$ cat config.mk
export PLATFORM = sky130hd
export DESIGN_NAME = muldiv_unit
export DESIGN_NICKNAME = d
export VERILOG_FILES = /design/src/rtl/muldiv_unit.sv
export SDC_FILE = /design/constraint.sdc
export NUM_CORES = 1
export LEC_CHECK = 0
export CAP_MARGIN = 20
export CORE_MARGIN = 3
export CORE_UTILIZATION = 40
export CTS_CLUSTER_SIZE = 20
export DETAILED_ROUTE_END_ITERATION = 8
export SYNTH_ARGS = -nofsm -noshare
export SYNTH_HDL_FRONTEND = slang
export SYNTH_SLANG_ARGS = --single-unit
$ cat constraint.sdc
create_clock -name CLK -period 3.17 [get_ports CLK]
set_input_delay 0.4755 -clock CLK [delete_from_list [all_inputs] [get_ports CLK]]
set_output_delay 0.4755 -clock CLK [all_outputs]
set_load 0.02 [all_outputs]
$ cat src/rtl/muldiv_unit.sv
// Iterative multiply/divide unit.
// Performs one shift-add (multiply) or restoring shift-subtract (divide) step
// per cycle on operand magnitudes, then applies sign fix-ups on the final
// CALC cycle. Division by zero bypasses CALC and completes immediately.
module muldiv_unit #(
  parameter int WIDTH = 32
) (
  input  logic             CLK,
  input  logic             nRST,
  input  logic             start,
  input  logic [1:0]       op,
  input  logic [WIDTH-1:0] portA,
  input  logic [WIDTH-1:0] portB,
  output logic             busy,
  output logic             done,
  output logic [WIDTH-1:0] hi,
  output logic [WIDTH-1:0] lo,
  output logic             div_by_zero
);

  typedef enum logic [1:0] {
    IDLE = 2'd0,
    CALC = 2'd1,
    DONE = 2'd2
  } state_t;

  localparam int                CNT_W    = $clog2(WIDTH + 1);
  localparam logic [CNT_W-1:0] LAST_CNT = CNT_W'(WIDTH);

  state_t             state;
  logic [CNT_W-1:0]   count;
  logic [1:0]         op_q;
  logic [WIDTH-1:0]   opnd_q;     // multiplicand or divisor magnitude
  logic [WIDTH-1:0]   acc_q;      // running upper product half or partial remainder
  logic [WIDTH-1:0]   q_q;        // multiplier bits shifting out, or quotient shifting in
  logic               res_neg_q;  // product / quotient must be negated
  logic               rem_neg_q;  // remainder takes the dividend's sign

  // Operand sign handling: op[0] = 0 selects the signed variants.
  logic             a_neg, b_neg, div_zero;
  logic [WIDTH-1:0] a_mag, b_mag;

  assign a_neg    = ~op[0] & portA[WIDTH-1];
  assign b_neg    = ~op[0] & portB[WIDTH-1];
  assign a_mag    = a_neg ? -portA : portA;
  assign b_mag    = b_neg ? -portB : portB;
  assign div_zero = op[1] && (portB == '0);

  assign busy = (state == CALC);
  assign done = (state == DONE);

  // One iteration of the selected algorithm on the current partial state.
  logic [WIDTH:0]   add_sum, shifted, diff;
  logic             fits;
  logic [WIDTH-1:0] acc_nx, q_nx;

  always_comb begin
    // NOTE: every signal written here gets a value on every path, so no latch is inferred.
    add_sum = {1'b0, acc_q} + (q_q[0] ? {1'b0, opnd_q} : '0);
    shifted = {acc_q, q_q[WIDTH-1]};
    fits    = shifted >= {1'b0, opnd_q};
    diff    = shifted - {1'b0, opnd_q};
    if (op_q[1]) begin
      acc_nx = fits ? diff[WIDTH-1:0] : shifted[WIDTH-1:0];
      q_nx   = {q_q[WIDTH-2:0], fits};
    end else begin
      acc_nx = add_sum[WIDTH:1];
      q_nx   = {add_sum[0], q_q[WIDTH-1:1]};
    end
  end

  // Sign fix-up of the finished magnitudes into the architectural result.
  logic [2*WIDTH-1:0] product, product_f;
  logic [WIDTH-1:0]   quot_f, rem_f, hi_f, lo_f;

  always_comb begin
    product   = {acc_q, q_q};
    product_f = res_neg_q ? -product : product;
    quot_f    = res_neg_q ? -q_q : q_q;
    rem_f     = rem_neg_q ? -acc_q : acc_q;
    if (op_q[1]) begin
      hi_f = rem_f;
      lo_f = quot_f;
    end else begin
      hi_f = product_f[2*WIDTH-1:WIDTH];
      lo_f = product_f[WIDTH-1:0];
    end
  end

  // Control FSM together with the datapath and result registers.
  always_ff @(posedge CLK or negedge nRST) begin
    // NOTE: all state updates use non-blocking assignments so every register sees pre-edge values.
    if (!nRST) begin
      state       <= IDLE;
      count       <= '0;
      op_q        <= '0;
      opnd_q      <= '0;
      acc_q       <= '0;
      q_q         <= '0;
      res_neg_q   <= 1'b0;
      rem_neg_q   <= 1'b0;
      hi          <= '0;
      lo          <= '0;
      div_by_zero <= 1'b0;
    end else begin
      case (state)
        IDLE, DONE: begin
          if (start) begin
            op_q      <= op;
            count     <= '0;
            res_neg_q <= a_neg ^ b_neg;
            rem_neg_q <= a_neg;
            acc_q     <= '0;
            // Divide: q holds the dividend; multiply: q holds the multiplier.
            q_q       <= op[1] ? a_mag : b_mag;
            opnd_q    <= op[1] ? b_mag : a_mag;
            if (div_zero) begin
              hi          <= portA;
              lo          <= '1;
              div_by_zero <= 1'b1;
              state       <= DONE;
            end else begin
              state <= CALC;
            end
          end else begin
            state <= IDLE;
          end
        end
        CALC: begin
          // WIDTH iteration cycles, then one cycle that publishes the result.
          if (count == LAST_CNT) begin
            hi          <= hi_f;
            lo          <= lo_f;
            div_by_zero <= 1'b0;
            state       <= DONE;
          end else begin
            acc_q <= acc_nx;
            q_q   <= q_nx;
            count <= count + CNT_W'(1);
          end
        end
        default: state <= IDLE;
      endcase
    end
  end

endmodule

run_1/floorplan.png
Pins as bars on the die edge.
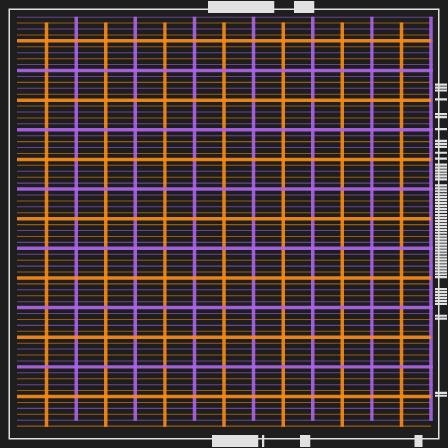
- orange: VSS
- purple: VDD
- met1 rails: 70
- met5 straps: 13
- signal pins: 136

run_1/m1.png
Supply wires on this layer in grey.
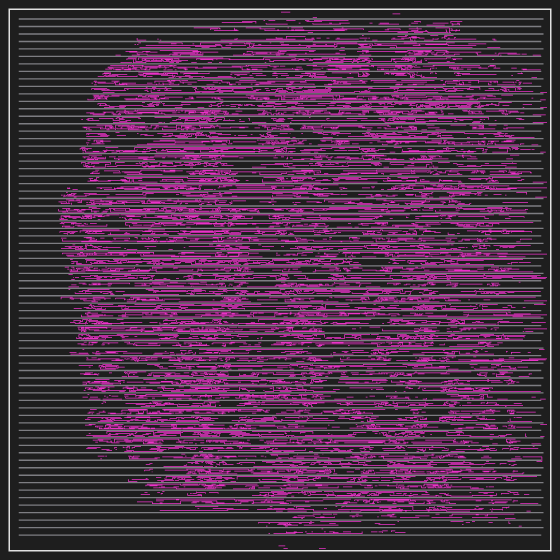
- main direction: horizontal
- nets with wire on the layer: 2220
- longest straight run: 86.7 um
- wire length on this layer: 23.8 mm

==> results.toml, run 1 <==
# physical design summary
[drt]
routedWlPerCell_um = 19.8
routed.top_layer = "met4"
ant_nets = 0
drtPass1Iterations = 6

[grt]
antenna_found_initial = 0
grtUsageMet2 = 0.442

[yosys]
adder_share = 0.0632
ys_cells = 1840
syn_area_per_cell_um2 = 7.88
async_reset_ff_frac = 1.00

[power]
pwr-share-seq = 0.169
power_density_mw_per_mm2 = 1220

[cells_and_area]
design_area_mm2 = 0.0201
antenna_cells = 0
syn_to_final_growth_pct = 38.8
drive_gt1_frac = 0.247
final_common_cell = "buf_4"

[timing]
worst_slack_ns = -0.0123
final-setup-viol-count = 1
relSlewSlack = 0.455

[clocking]
htreeDepth = 4
cts-root-buf = "clkbuf_16"
clkSinkCount = 172

[placement]
post_dp_cell_area_mm2 = 0.0184
place_congestion = 0.967

[status]
violations = "setup timing"
run_status = "finished, violations left"

[setup_path]
path_class = "reg -> reg"
cp_slowest_cell = "dfrtp_1"
run_1/clock_nets.png
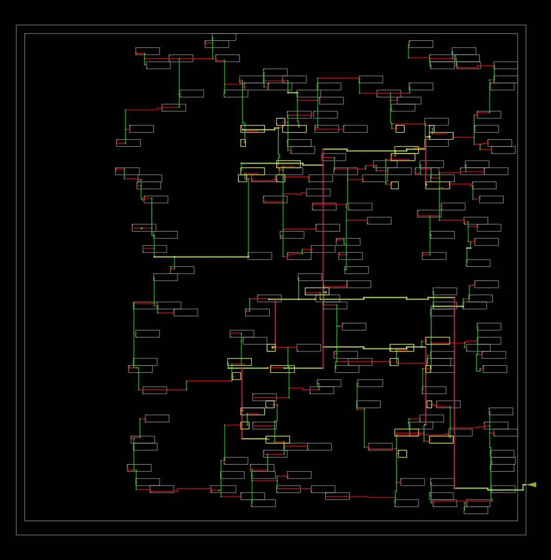
clk_skew: 0.0112 ns
CTS buffer count: 17

run_1/pinout.png
Pins as bars across the die edge, other pins in grey.
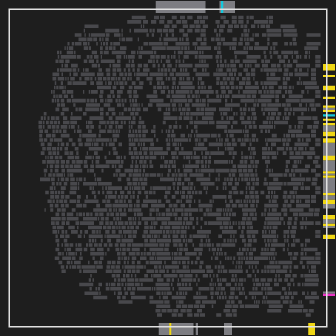
- yellow: lo (pins 32; direction output; edge 27 right, 5 bottom)
- magenta: CLK (pins 1; direction input; edge right)
- cyan: op (pins 2; direction input; edge 1 top, 1 right)
- all pins by edge: 60 right, 43 top, 33 bottom
Die Y: 196 um
tally of buffers added on design ports: 135
die extent in x: 196 um

==> run 1: through the flow <==
| stage | std cells | TNS, ns | hold WS (ns) | total power [uW] | utilization |
|---|---|---|---|---|---|
| finish | 2701 | -0.0123 | 0.0337 | 24600 | 0.565 |
| global route | 2701 | -0.428 | 0.0767 | 26400 | 0.565 |
| global placement | 2633 | -31.07 | 0.466 | 20100 | 0.516 |
| CTS | 2678 | -0.273 | 0.0533 | 23100 | 0.541 |
| detailed placement | 2633 | -34.19 | 0.467 | 20300 | 0.516 |
| floorplan | 1840 | -0.00444 | 0.180 | 13700 | - |
==> run 1: final cells by class <==
| class | instances | area [um^2] |
|---|---|---|
| fill | 3173 | 15500 |
| inverter | 63 | 251 |
| tap | 461 | 577 |
| sequential | 172 | 4310 |
| clock buffer | 17 | 425 |
| clock inverter | 15 | 115 |
| timing repair buffer | 482 | 4220 |
| multi-input combinational | 1491 | 10200 |
==> run 1: synth_stat cells, types with 19 or more instances <==
cell      count  area share
ha_1         70       0.060
o21ai_0     159       0.055
xor2_1       90       0.054
and3_1       19      0.0082
nor2_1      228       0.059
o221ai_1     22       0.013
xnor2_1      80       0.048
nor3_1       38       0.013
nand3_1      22      0.0076
a21oi_1     200       0.069
dfrtp_1     172        0.30
mux2i_1      60       0.041
nor2b_1      20      0.0086
nand2_1     157       0.041
a31oi_1      50       0.022
clkbuf_1     79       0.020
a21o_1       30       0.016
inv_1        62       0.016
==> run 1: power groups by stage <==
stage	Clock, uW	Combinational, uW	Sequential, uW
2_1_floorplan	0	9350	4330
3_3_place_gp	0	16000	4110
3_5_place_dp	0	16200	4130
4_1_cts	2050	17000	4100
5_1_grt	2130	20000	4270
6_report	2020	18400	4150
==> run 1 -> run 2 <==
--- a/config.mk
+++ b/config.mk
@@ -8,8 +8,11 @@
 export CAP_MARGIN = 20
 export CORE_MARGIN = 3
 export CORE_UTILIZATION = 40
+export CTS_BUF_LIST = sky130_fd_sc_hd__clkbuf_2
 export CTS_CLUSTER_SIZE = 20
 export DETAILED_ROUTE_END_ITERATION = 8
+export RECOVER_POWER = 50
+export SKIP_LAST_GASP = 1
 export SYNTH_ARGS = -nofsm -noshare
 export SYNTH_HDL_FRONTEND = slang
 export SYNTH_SLANG_ARGS = --single-unit
run_2/m1.png
Supply wires on this layer in grey.
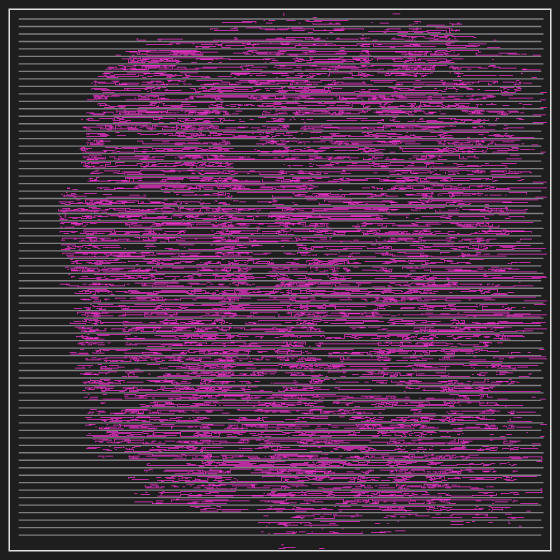
Routed WL: 52.6 mm
met1 Usage GRT: 0.367

==> results.toml, run 2 <==
# physical design summary
[placement]
portBuffers = 135
place_congestion = 0.967
dp.cells = 2633

[power]
p_total_uw = 23600

[floorplan]
die_y_um = 196
die_width_um = 196

[timing]
skew_ns = 0.0502
relSlewSlack = -0.195
final-setup-viol-count = 2
maxSlewViolCount = 70
worst_slack_ns = -0.0306

[cells_and_area]
syn_to_final_growth_pct = 34.6
instances_no_fill = 2694
final_common_cell = "buf_4"
nFillCells = 3268
fin_util = 0.547

[setup_path]
cp_slowest_cell = "dfrtp_1"
path_class = "reg -> reg"

[yosys]
ys_cells = 1840
common_cells = "nor2_1 (228), a21oi_1 (200), dfrtp_1 (172), o21ai_0 (159), nand2_1 (157)"
syn_area_per_cell_um2 = 7.88
synthTopCellsByArea = "dfrtp_1 (30%), a21oi_1 (6.9%), ha_1 (6.0%), nor2_1 (5.9%), o21ai_0 (5.5%)"
async_reset_ff_frac = 1.00
top_area_cell = "dfrtp_1"
synth.most_common_cell = "nor2_1"

[drt]
drtPass1Iterations = 5
ant_nets = 0

[run]
timing.max_cap.violations = 1

[clocking]
cts-buffers-inserted = 17
clkSinkCount = 172

[grt]
antenna_found_initial = 1

[status]
violations = "capacitance limit, slew limit, setup timing"
run_status = "finished, violations left"
-- run 2: worst paths after layout --
check / depth (start not counted) / to / from
min: 3 / opnd_q[31]$_DFFE_PN0P_ / op[1]
max reg2reg: 16 / acc_q[22]$_DFFE_PN0P_ / q_q[31]$_DFFE_PN0P_
max in group asynchronous: 3 / q_q[0]$_DFFE_PN0P_ / nRST
max: 16 / acc_q[22]$_DFFE_PN0P_ / q_q[31]$_DFFE_PN0P_
min in group asynchronous: 2 / q_q[4]$_DFFE_PN0P_ / nRST
min reg2reg: 2 / div_by_zero$_DFFE_PN0P_ / div_by_zero$_DFFE_PN0P_
-- run 2: metal layers --
layer,vias up,part of all wire,track usage
met1,7338,0.45,0.367
met3,96,0.056,0.0260
met4,0,0.028,0.0779
li1,7372,-,-
met5,-,0,0
met2,502,0.47,0.437
-- run 2: final cells by class --
type	count	area [um^2]	area share
diodes	1	2.50	0.000128
clock buffers	17	85.1	0.00436
inverters	63	244	0.0125
clock inverters	15	115	0.00590
well taps	461	577	0.0296
multi-input cells	1491	10100	0.519
flip-flops and latches	172	4310	0.221
repair buffers	474	4050	0.207
-- run 2: power breakdown --
group / switching (uW) / leakage [uW] / internal (uW) / total [uW]
combinational: 9760 / 0.00629 / 8630 / 18400
sequential: 938 / 0.00197 / 3190 / 4130
clock: 911 / 0.000130 / 224 / 1130
total: 11600 / 0.00839 / 12000 / 23600
-- run 2: through the flow --
step	TNS, ns	cell area [um^2]
2_1_floorplan	-0.00444	14500
3_3_place_gp	-31.07	18400
3_5_place_dp	-34.19	18400
4_1_cts	-0.565	18900
5_1_grt	-1.71	19500
6_report	-0.0431	19500
Power is estimated from default activity; no workload was simulated.
